Fig. 1: I/O nets highlighted
(2 px per µm)
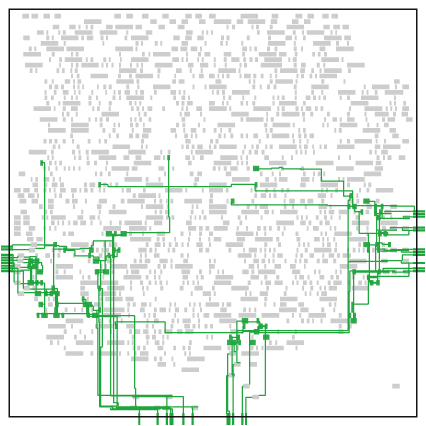
Fig. 2: placed standard cells
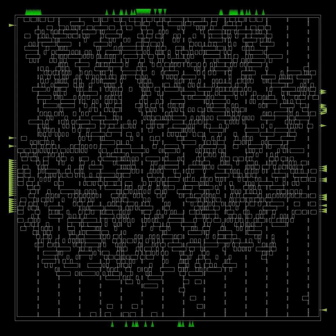
Fig. 3: metal layers overlaid
(2 px per µm) Two of the layers only.
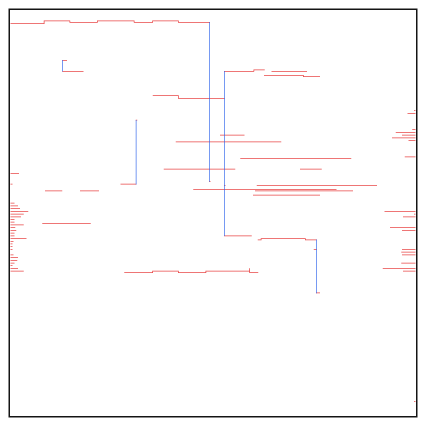
Fig. 4: where the registers sit
(3 px per µm) Other sequential cells in the stronger grey, the rest of the logic in the fainter grey.
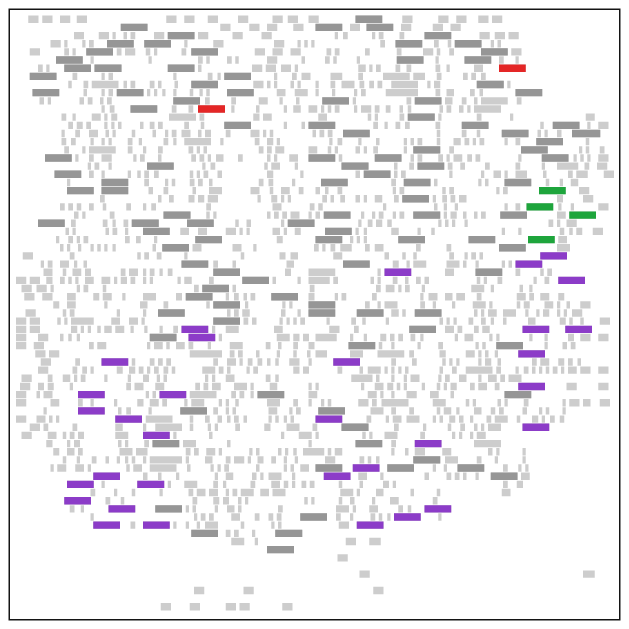
==> config.mk <==
export PLATFORM = sky130hd
export DESIGN_NAME = vdivsh
export DESIGN_NICKNAME = d
export VERILOG_FILES = /design/src/rtl/vsfx_pkg.sv /design/src/rtl/vdivsh_lane.sv /design/src/rtl/vdivsh.sv
export SDC_FILE = /design/constraint.sdc
export NUM_CORES = 1
export LEC_CHECK = 0
export ABC_AREA = 1
export CAP_MARGIN = 10
export CELL_PAD_IN_SITES_DETAIL_PLACEMENT = 1
export CELL_PAD_IN_SITES_GLOBAL_PLACEMENT = 1
export CORE_UTILIZATION = 25
export CTS_CLUSTER_DIAMETER = 150
export DETAILED_ROUTE_END_ITERATION = 10
export PLACE_DENSITY = 0.54
export SLEW_MARGIN = 20
export SYNTH_ARGS = -nofsm -noshare
export SYNTH_HDL_FRONTEND = slang
export SYNTH_SLANG_ARGS = --single-unit
==> constraint.sdc <==
create_clock -name clk -period 8.2 [get_ports clk]
set_clock_uncertainty 0.15 [all_clocks]
set_input_delay 0.82 -clock clk [delete_from_list [all_inputs] [get_ports clk]]
set_output_delay 0.82 -clock clk [all_outputs]
set_load 0.05 [all_outputs]
==> ci_impl_report.md <==
## PnR job results

| Metric | Value |
|---|---|
| Final setup viols | 0 |
| Core area | 39820 µm² |
| Post-Syn Area | 10100 µm² |
| Complex Gates by Area | 0.1799 |
| Top cells, area | dfrtp_1, nand2_1, o21ai_0 |
| DR iter-0 viols | 371 |
| P_leak | 5.592 nW |
| Simple Share, Synth | 0.2480 |
| Yosys cell count | 1378 |
| Late-Pin Clk Latency | 0.45 ns |
| Logic area | 5505 µm² |
| Post-Syn Instances | 1378 |
| Buf/Inv on CP | 1 |
| CP Capture Type | flip-flop |
| Worst rel slew slack | 0.4323 |
| # DRC | 0 |
| Final Max Slew Viols | 0 |
| DP HPWL | 26750 µm |
| Worst vdd ir | between 0.15 and 0.2 mV |
| Metal3 WL | 977 µm |
| Logic share of the area | 0.4510 |
| Reg2Reg Setup Slack | 4.14 ns |
| Clock buffers and inverters, area share | 0.04981 |
| Sw Pwr | 0.002785 W |
| FF-to-FF path depth | 16 |
| Avg Vias per Cell | 4.770 |
| Crit path launch type | flip-flop |
| Fin worst setup slack | 4.145 ns |
| Design area | 12210 µm² |
| Largest net degree at the start of global routing | roughly 80 |
| Dominant register cell | dfrtp_1 |
| Post-CTS Setup Inserts | 0 |
| Worst-Margin Slew | 0.8515 ns |
| CP Data Arrival Time | 4.20 ns |
| Outcome | complete, no violations |
| # nets final | 1563 |
| Seq pwr share | 0.250 |
| Fmax | between 200 and 250 MHz |
| Sw Share | 0.5011 |
| DR vias | 9493 |
| Fraction of registers with async set/reset | 1.000 |
| Clock Power Share | 0.151 |
| Final Hold Fails | 0 |
| Synth Area in XOR/XNOR | 0.06243 |
| Die y size | just over 200 µm |
| Average cell area after synthesis | 7.330 µm² |
| Power Total | between 0.005 and 0.006 W |
| Detail Route Antenna Nets | 0 |
| Initial antenna violation count | 0 |
| P_comb | between 0.003 and 0.004 W |
| Clock net power | between 0.0008 and 0.0009 W |
| Drt first pass iters | 4 |
| Delay-heaviest family, CP | simple AND/OR/NAND/NOR gates |
| RSZ-0062 raised after global routing | no |
| Met2 Track Usage GR | 0.3044 |
| WL met1 | ~18000 µm |
| Pint | 0.002773 W |
| CTS Sinks | 148 |
| Crit path kind | reg -> reg |
| Die X | roughly 200 µm |
| GR Util met1 | 0.2459 |
| Area share, top type | 0.3642 |
| WL/cell | 18.01 µm |
| CTS H-tree depth | 4 |
| Synth Seq Share | 0.3668 |
| Warnings, synthesis | 0 |
Back to the opening pictures, Fig. 1:
Key: green = vrb [bits 32, direction input, edge 12 south, 11 east, 9 west, end cells 87, buffers 33, wire 2730 µm]
number of buffers added on ports: 105
Top Ports: 106

Back to the opening pictures, Fig. 2:
TAP cells: 525
seq_cells: 148
FILL cells: 4946

Back to the opening pictures, Fig. 3:
Key: red = M3 [wire length 978 µm]; blue = M4 [wire length 226 µm]
drt total wl: 35850 µm
gr usage total: 0.1807

Back to the opening pictures, Fig. 4:
Key: purple = g_lane.u_lane.mag_b_reg [flops 32]; green = cnt_reg [flops 4]; red = g_lane.u_lane.sat [flops 2]
Another 110 sequential cells are not coloured.
Final Util: 0.3066
register share of the cell area: 0.3035
Sequential Power: 0.00139 W

Power and IR drop assume default switching activity.
